`config.mk`:
```
export PLATFORM = sky130hd
export DESIGN_NAME = fetch_stall_unit
export DESIGN_NICKNAME = d
export VERILOG_FILES = /design/src/rtl/fetch_stall_unit_pkg.sv /design/src/rtl/sat_counter.sv /design/src/rtl/fetch_stall_unit.sv
export SDC_FILE = /design/constraint.sdc
export NUM_CORES = 1
export LEC_CHECK = 0
export CAP_MARGIN = 20
export CORE_MARGIN = 8
export CORE_UTILIZATION = 49
export DETAILED_ROUTE_END_ITERATION = 8
export GPL_TIMING_DRIVEN = 0
export PLACE_DENSITY = 0.86
export SLEW_MARGIN = 15
export SYNTH_ARGS = -nofsm -noshare
export SYNTH_HDL_FRONTEND = slang
export SYNTH_SLANG_ARGS = --single-unit
```
`constraint.sdc`:
```
create_clock -name clk -period 4 [get_ports clk]
set_clock_uncertainty 0.1 [all_clocks]
set_input_delay 0.8 -clock clk [delete_from_list [all_inputs] [get_ports clk]]
set_output_delay 0.8 -clock clk [all_outputs]
set_load 0.005 [all_outputs]
```
`src/rtl/fetch_stall_unit_pkg.sv`:
```
// rtl/fetch_stall_unit_pkg.sv - shared constants and types for the fetch stall unit
package fetch_stall_unit_pkg;

  localparam logic [31:0] NOP_INSTR = 32'h0000_0013;

  typedef enum logic [1:0] {
    RUN,
    HOLD,
    FLUSH
  } fetch_state_t;

  function automatic logic [31:0] align_pc(input logic [31:0] addr);
    return {addr[31:2], 2'b00};
  endfunction

endpackage

```
`src/rtl/sat_counter.sv`:
```
// rtl/sat_counter.sv - saturating up-counter with synchronous clear
module sat_counter #(
  parameter int               WIDTH = 8,
  parameter logic [WIDTH-1:0] MAX   = '1
) (
  input  logic             clk,
  input  logic             reset,
  input  logic             inc,
  input  logic             clr,
  output logic [WIDTH-1:0] count,
  output logic             at_max
);

  assign at_max = (count == MAX);

  always_ff @(posedge clk) begin
    if (reset || clr) begin
      count <= '0;
    end else if (inc && !at_max) begin
      count <= count + WIDTH'(1);
    end
  end

endmodule

```
`src/rtl/fetch_stall_unit.sv`:
```
// rtl/fetch_stall_unit.sv - PC and IF/ID owner reacting to stall and taken-branch
module fetch_stall_unit
  import fetch_stall_unit_pkg::*;
#(
  parameter logic [31:0] RESET_PC  = 32'h0000_0000,
  parameter int          MAX_STALL = 16
) (
  input  logic        clk,
  input  logic        reset,
  input  logic        stall_ip,
  input  logic        branch_taken_ip,
  input  logic [31:0] branch_target_ip,
  input  logic [31:0] imem_instr_ip,
  output logic [31:0] imem_addr_op,
  output logic [31:0] ID_instr_op,
  output logic [31:0] ID_pc_op,
  output logic        ID_valid_op,
  output logic        EX_bubble_op,
  output logic [31:0] stall_cycles_op,
  output logic        deadlock_op
);

  localparam int RUN_W = $clog2(MAX_STALL + 1);

  fetch_state_t state, next_state;
  logic [31:0]  pc_q;
  logic         deadlock_q;
  logic         stall_count_en;
  logic         stall_at_max;
  logic         run_at_max;
  logic [RUN_W-1:0] run_count;

  // A branch in the same cycle as a stall wins, so that stall is not counted.
  assign stall_count_en = stall_ip && !branch_taken_ip;

  always_ff @(posedge clk) begin
    if (reset) state <= RUN;
    else       state <= next_state;
  end

  always_comb begin
    next_state   = RUN;
    EX_bubble_op = 1'b0;
    if (branch_taken_ip)  next_state = FLUSH;
    else if (stall_ip)    next_state = HOLD;
    if (!reset) EX_bubble_op = stall_ip || branch_taken_ip || (state == FLUSH);
  end

  always_ff @(posedge clk) begin
    if (reset) begin
      pc_q        <= align_pc(RESET_PC);
      ID_instr_op <= NOP_INSTR;
      ID_pc_op    <= '0;
      ID_valid_op <= 1'b0;
    end else if (branch_taken_ip) begin
      pc_q        <= align_pc(branch_target_ip);
      ID_instr_op <= NOP_INSTR;
      ID_pc_op    <= '0;
      ID_valid_op <= 1'b0;
    end else if (!stall_ip) begin
      pc_q        <= pc_q + 32'd4;
      ID_instr_op <= imem_instr_ip;
      ID_pc_op    <= pc_q;
      ID_valid_op <= 1'b1;
    end
  end

  sat_counter #(.WIDTH(32)) u_stall_total (
    .clk    (clk),
    .reset  (reset),
    .inc    (stall_count_en && !stall_at_max),
    .clr    (1'b0),
    .count  (stall_cycles_op),
    .at_max (stall_at_max)
  );

  sat_counter #(.WIDTH(RUN_W), .MAX(RUN_W'(MAX_STALL))) u_stall_run (
    .clk    (clk),
    .reset  (reset),
    .inc    (stall_count_en),
    .clr    (!stall_count_en),
    .count  (run_count),
    .at_max (run_at_max)
  );

  // Report the trip as soon as the run counter hits the limit, then latch it.
  always_ff @(posedge clk) begin
    if (reset) deadlock_q <= 1'b0;
    else       deadlock_q <= deadlock_q || run_at_max;
  end

  assign deadlock_op  = deadlock_q || run_at_max;
  assign imem_addr_op = pc_q;

endmodule

```
### Local utilization

Scale: 2 px per um. 12 x 12 tiles, from black (low) to pale yellow (high), 0 to 100% covered.
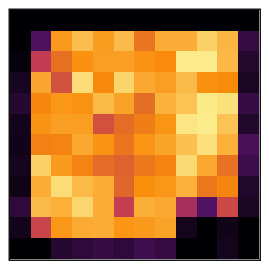
fullest tile: 96%
tiles over 75% full: 47%
nearly empty tiles: 15%
final cell utilization of the core: 0.743
area of the core: 11500 um2
Core Density at Floorplan: 0.505

### Layout detail

Region (50, 50) to (75, 75) um. Cells in gray, sequential cells in the stronger gray; small squares are vias.
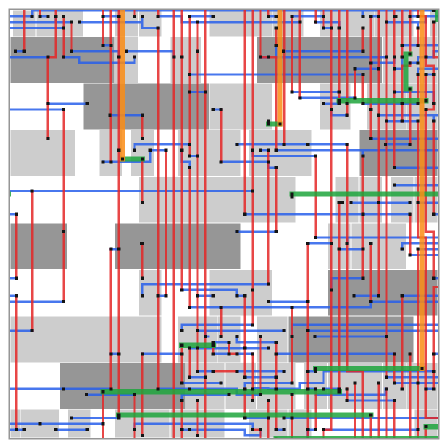
[M3] green
[M2] red
[M1] blue
[M4] orange
most frequent: dfxtp_1 (8), clkbuf_1 (6)
netlist names of flops here include: imem_addr_op (5), ID_pc_op (2)
sequential cells in the window: 8
cells with their middle in the window: 53

### Clock wiring as the flow saved it

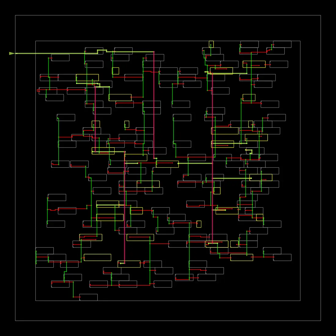
total number of clock tree sinks: 133
Clk power: 1.66 mW
Clock Buffer Count: 19

==> notes.org <==
#+TITLE: Synthesis and PnR summary

** Die
- Die width :: between 100 and 150 um
- Measured along the y axis, the die boundary spans 125 um.
- Standard-cell row count :: 39
- The die covers 15600 um2.
- 199 I/O pins were placed.

** Route
- The violation tally recorded at the end of detailed-routing iteration 0 is ~470.
- Router iterations before antenna repair :: 7
- The detail route stage leaves a number of antenna-violating nets equal to 0.
- For this block, the via count after detailed routing is between 5000 and 6000.
- DR WL/cell :: ~19 um
- DRT Wirelength :: about 19000 um
- Count of unresolved DRC violations after routing :: 0
- For this run, the detailed router reports a per-instance via density of approximately 5.6.

** GRT
- The first global-routing pass estimated just over 30000 um of wire.
- For this run, global-route usage on met1 was measured as 0.261.
- Total global-route track usage over all layers is 0.241.
- Highest-utilization routing layer at the global route stage :: met2
- Global routing finished with a remaining overflow of 0.
- Met3 usage in global routing :: 0.0757
- Vias in the first global route :: approximately 5600
- The global routing report lists met2 layer usage as 0.423.
- Entering global routing, the biggest net connects 20 pins.
- The initial antenna violation count is 0.

** Worst hold path
- Checking hold timing, the worst path is listed with class reg -> reg.

** Critical path
- Ordered list of cells on the worst path :: clkdlybuf4s50_1 > clkbuf_1 > clkbuf_1 > a21oi_1 > clkdlybuf4s50_1
- According to the timing report, the arrival time at the worst endpoint equals approximately 3000 ps.
- Looking at the critical path, the single cell with the biggest stage delay is sky130_fd_sc_hd__clkdlybuf4s50_1.
- The worst setup path is captured at an output pin.
- Per STA, the highest per-stage delay on the worst path measures between 500 and 600 ps.
- Critical-path maximum fanout :: 10
- Startpoint kind of the worst setup timing path :: input port
- Worst EP required :: about 3100 ps
- The setup path with the least slack is of type in -> out.

** Power
- For this design the ratio of total power to cell area is 397 nW/um2.
- The analysis attributes to cell leakage a power of 3.17 nW.
- The completed layout was analyzed and its total power is roughly 3.4 mW.
- Across the VDD grid, the largest voltage drop is between 0.3 and 0.4 mV.

** Timing
- The pin closest to its max-slew limit shows a slew of between 700 and 800 ps.
- Counting endpoints that fail hold in the final report gives 0.
- Hold timing on the final database bottoms out at a slack of approximately 350 ps.
- Setup repair after global routing left no endpoint under its margin.
- Setup WS post-layout :: ~110 ps
- Slew Limit Fails :: 0
- Fin crit period :: just under 4000 ps
- Highest achievable clock rate :: roughly 260 MHz
- The final report lists the setup-violating endpoint count as 0.
- Dividing the final minimum period by the clock period gives 0.972.
- Setup total negative slack on the finished layout was measured at 0 ps.
- Slew margin rel. :: 0.472

** Synth
- Dividing the synthesized area by the synthesized cell count gives slightly above 9 um2.
- The main area contributors are sky130_fd_sc_hd__dfxtp_1 46%, sky130_fd_sc_hd__mux2i_1 12%, sky130_fd_sc_hd__nor2_1 7.5%, sky130_fd_sc_hd__xor2_1 4.4%, sky130_fd_sc_hd__a21oi_1 2.5%.
- Area share of and/or/nand/nor cells after synthesis :: 0.228
- Fraction of post-synthesis cell area in the top cell type by area :: 0.460
- Post-synthesis cell area :: a little under 6000 um2
- Largest area contributor in the synthesized netlist :: sky130_fd_sc_hd__dfxtp_1
- Synth Area in Adders :: 0.00864
- For this design, Yosys synthesis ends with a cell count of 640.
- The share of the Yosys chip area taken by registers is 0.460.
- Biggest combinational cell group after synthesis :: simple AND/OR/NAND/NOR gates
- Mux share of post-synthesis cell area :: 0.127
- Top cell types by occurrence after synthesis :: 133 x sky130_fd_sc_hd__dfxtp_1, 115 x sky130_fd_sc_hd__nor2_1, 68 x sky130_fd_sc_hd__mux2i_1
- And-or/or-and share of the synthesized area :: 0.0858
- Per the synthesis report, the XOR/XNOR share of the synthesized area is 0.0544.
- After synthesis, the share of flip-flops with an asynchronous set or reset is 0.
- sky130_fd_sc_hd__dfxtp_1 is the most common cell in the netlist.
- Most used flip-flop cell :: sky130_fd_sc_hd__dfxtp_1
- Synthesized instance count :: between 600 and 700
- Area figure in the yosys stat output :: about 5800 um2
- Number of flip-flops and latches in the synthesized netlist :: 133
- Synth unique cells :: between 40 and 50
- In this run, synthesis inferred 0 flip-flops with an integrated enable.
- Number of warning messages in the yosys log :: 0

** Finish
- Combined area of the multi-input logic cells :: about 3000 um2
- Nets@finish :: around 920
- The number of antenna diodes in the final layout is 0.
- Relative area change from synthesis to final layout :: 47.2%
- The library cells used most frequently in the layout, excluding fill and tap cells, are 191 x sky130_fd_sc_hd__clkdlybuf4s50_1, 133 x sky130_fd_sc_hd__dfxtp_1, 115 x sky130_fd_sc_hd__nor2_1, 68 x sky130_fd_sc_hd__mux2i_1, 37 x sky130_fd_sc_hd__nand2_1.
- Counting only logic cells after layout, the most numerous master is sky130_fd_sc_hd__clkdlybuf4s50_1.
- Area taken by flip-flops and latches :: roughly 2700 um2
- Cell Count, Final, Fillers Out :: just over 1000
- Number of fill cells :: 803
- Per the final layout report, the fraction of cells sized above drive strength 1 comes to 0.0671.
- Summing all non-filler instances in the final layout gives an area of between 8000 and 9000 um2.

** Clock tree
- Per the CTS log, the buffer count on the longest clock path is 2.
- TritonCTS built the clock tree.
- Buffer type at the clock tree root :: sky130_fd_sc_hd__clkbuf_16
- Clock-pin slew of the registers on the worst-case setup and hold paths :: roughly 50 ps
- Number of buffers created by CTS :: 17
- Number of gates resized after CTS :: 1
- Latency at later pin :: between 400 and 500 ps
- Number of buffers added for setup after CTS :: 0
- Maximum level of the CTS H-tree :: 4
- Hold buffers post-CTS :: 0

** Placed design
- The placed instances occupy a cell area of 7890 um2.
- As logged by OpenROAD, the buffers inserted on ports number approximately 190.
- Dpl hpwl :: between 10000 and 15000 um
- Before CTS, the worst setup slack after placement is -469 ps.
- In this run, placement finished with an instance count of around 980.
- The congestion estimate from routability-driven global placement came to just over 0.9.

** Flow run
- MaxCap Viol Count :: 0
- The number of warnings reported in the stage logs is 29.

** Outcome
- Status :: finished clean
logic make-up (layout without fill, tap and decap cells):
logic type,count (synthesis),count (layout)
AND/OR/NAND/NOR,269,269
flip-flops,133,133
AND-OR/OR-AND,78,78
multiplexers,72,72
buffers and inverters,47,269
XOR/XNOR,36,36
adder cells (fa/ha/maj),4,4
other,1,4
area by class of cell:
| type | count | area share |
|---|---|---|
| plain buffers | 34 | 0.0188 |
| multi-input cells | 463 | 0.344 |
| well taps | 143 | 0.0210 |
| inverters | 12 | 0.00528 |
| clock inverters | 13 | 0.0211 |
| flip-flops and latches | 133 | 0.312 |
| repair buffers | 191 | 0.224 |
| clock buffers | 19 | 0.0531 |
worst paths after layout:
kind	startpoint	to	slack (ps)	cells after the start
setup / recovery	reset	EX_bubble_op	110	5
hold reg to reg	ID_valid_op	ID_valid_op	350	2
setup reg to reg	u_stall_total.count[24]	u_stall_total.count[1]	1490	8
hold / removal	ID_valid_op	ID_valid_op	350	2
critical path, delay by kind of cell:
| family | cells | cell delay (ps) |
|---|---|---|
| buf+inv | 4 | 2060 |
| compound gates | 1 | 130 |
state kept, by name, summed over array words and instances (netlist names):
| name | cells |
|---|---|
| state | 2 |
| imem_addr_op | 30 |
| u_stall_total.count | 32 |
| deadlock_q | 1 |
| u_stall_run.count | 5 |
| ID_pc_op | 30 |
| ID_valid_op | 1 |
| ID_instr_op | 32 |
report_power, final:
group	switching (mW)	total (mW)	leakage [nW]	internal (mW)
logic	0.137	0.318	1.78	0.181
clock network	0.584	1.66	0.305	1.07
registers	0.0467	1.41	1.08	1.37
layer usage:
metal / part of all wire / wire length (um)
met2: 0.51 / 9910
met1: 0.39 / 7480
met5: 0 / 0
met3: 0.071 / 1380
met4: 0.028 / 532
Power and IR drop assume default switching activity.
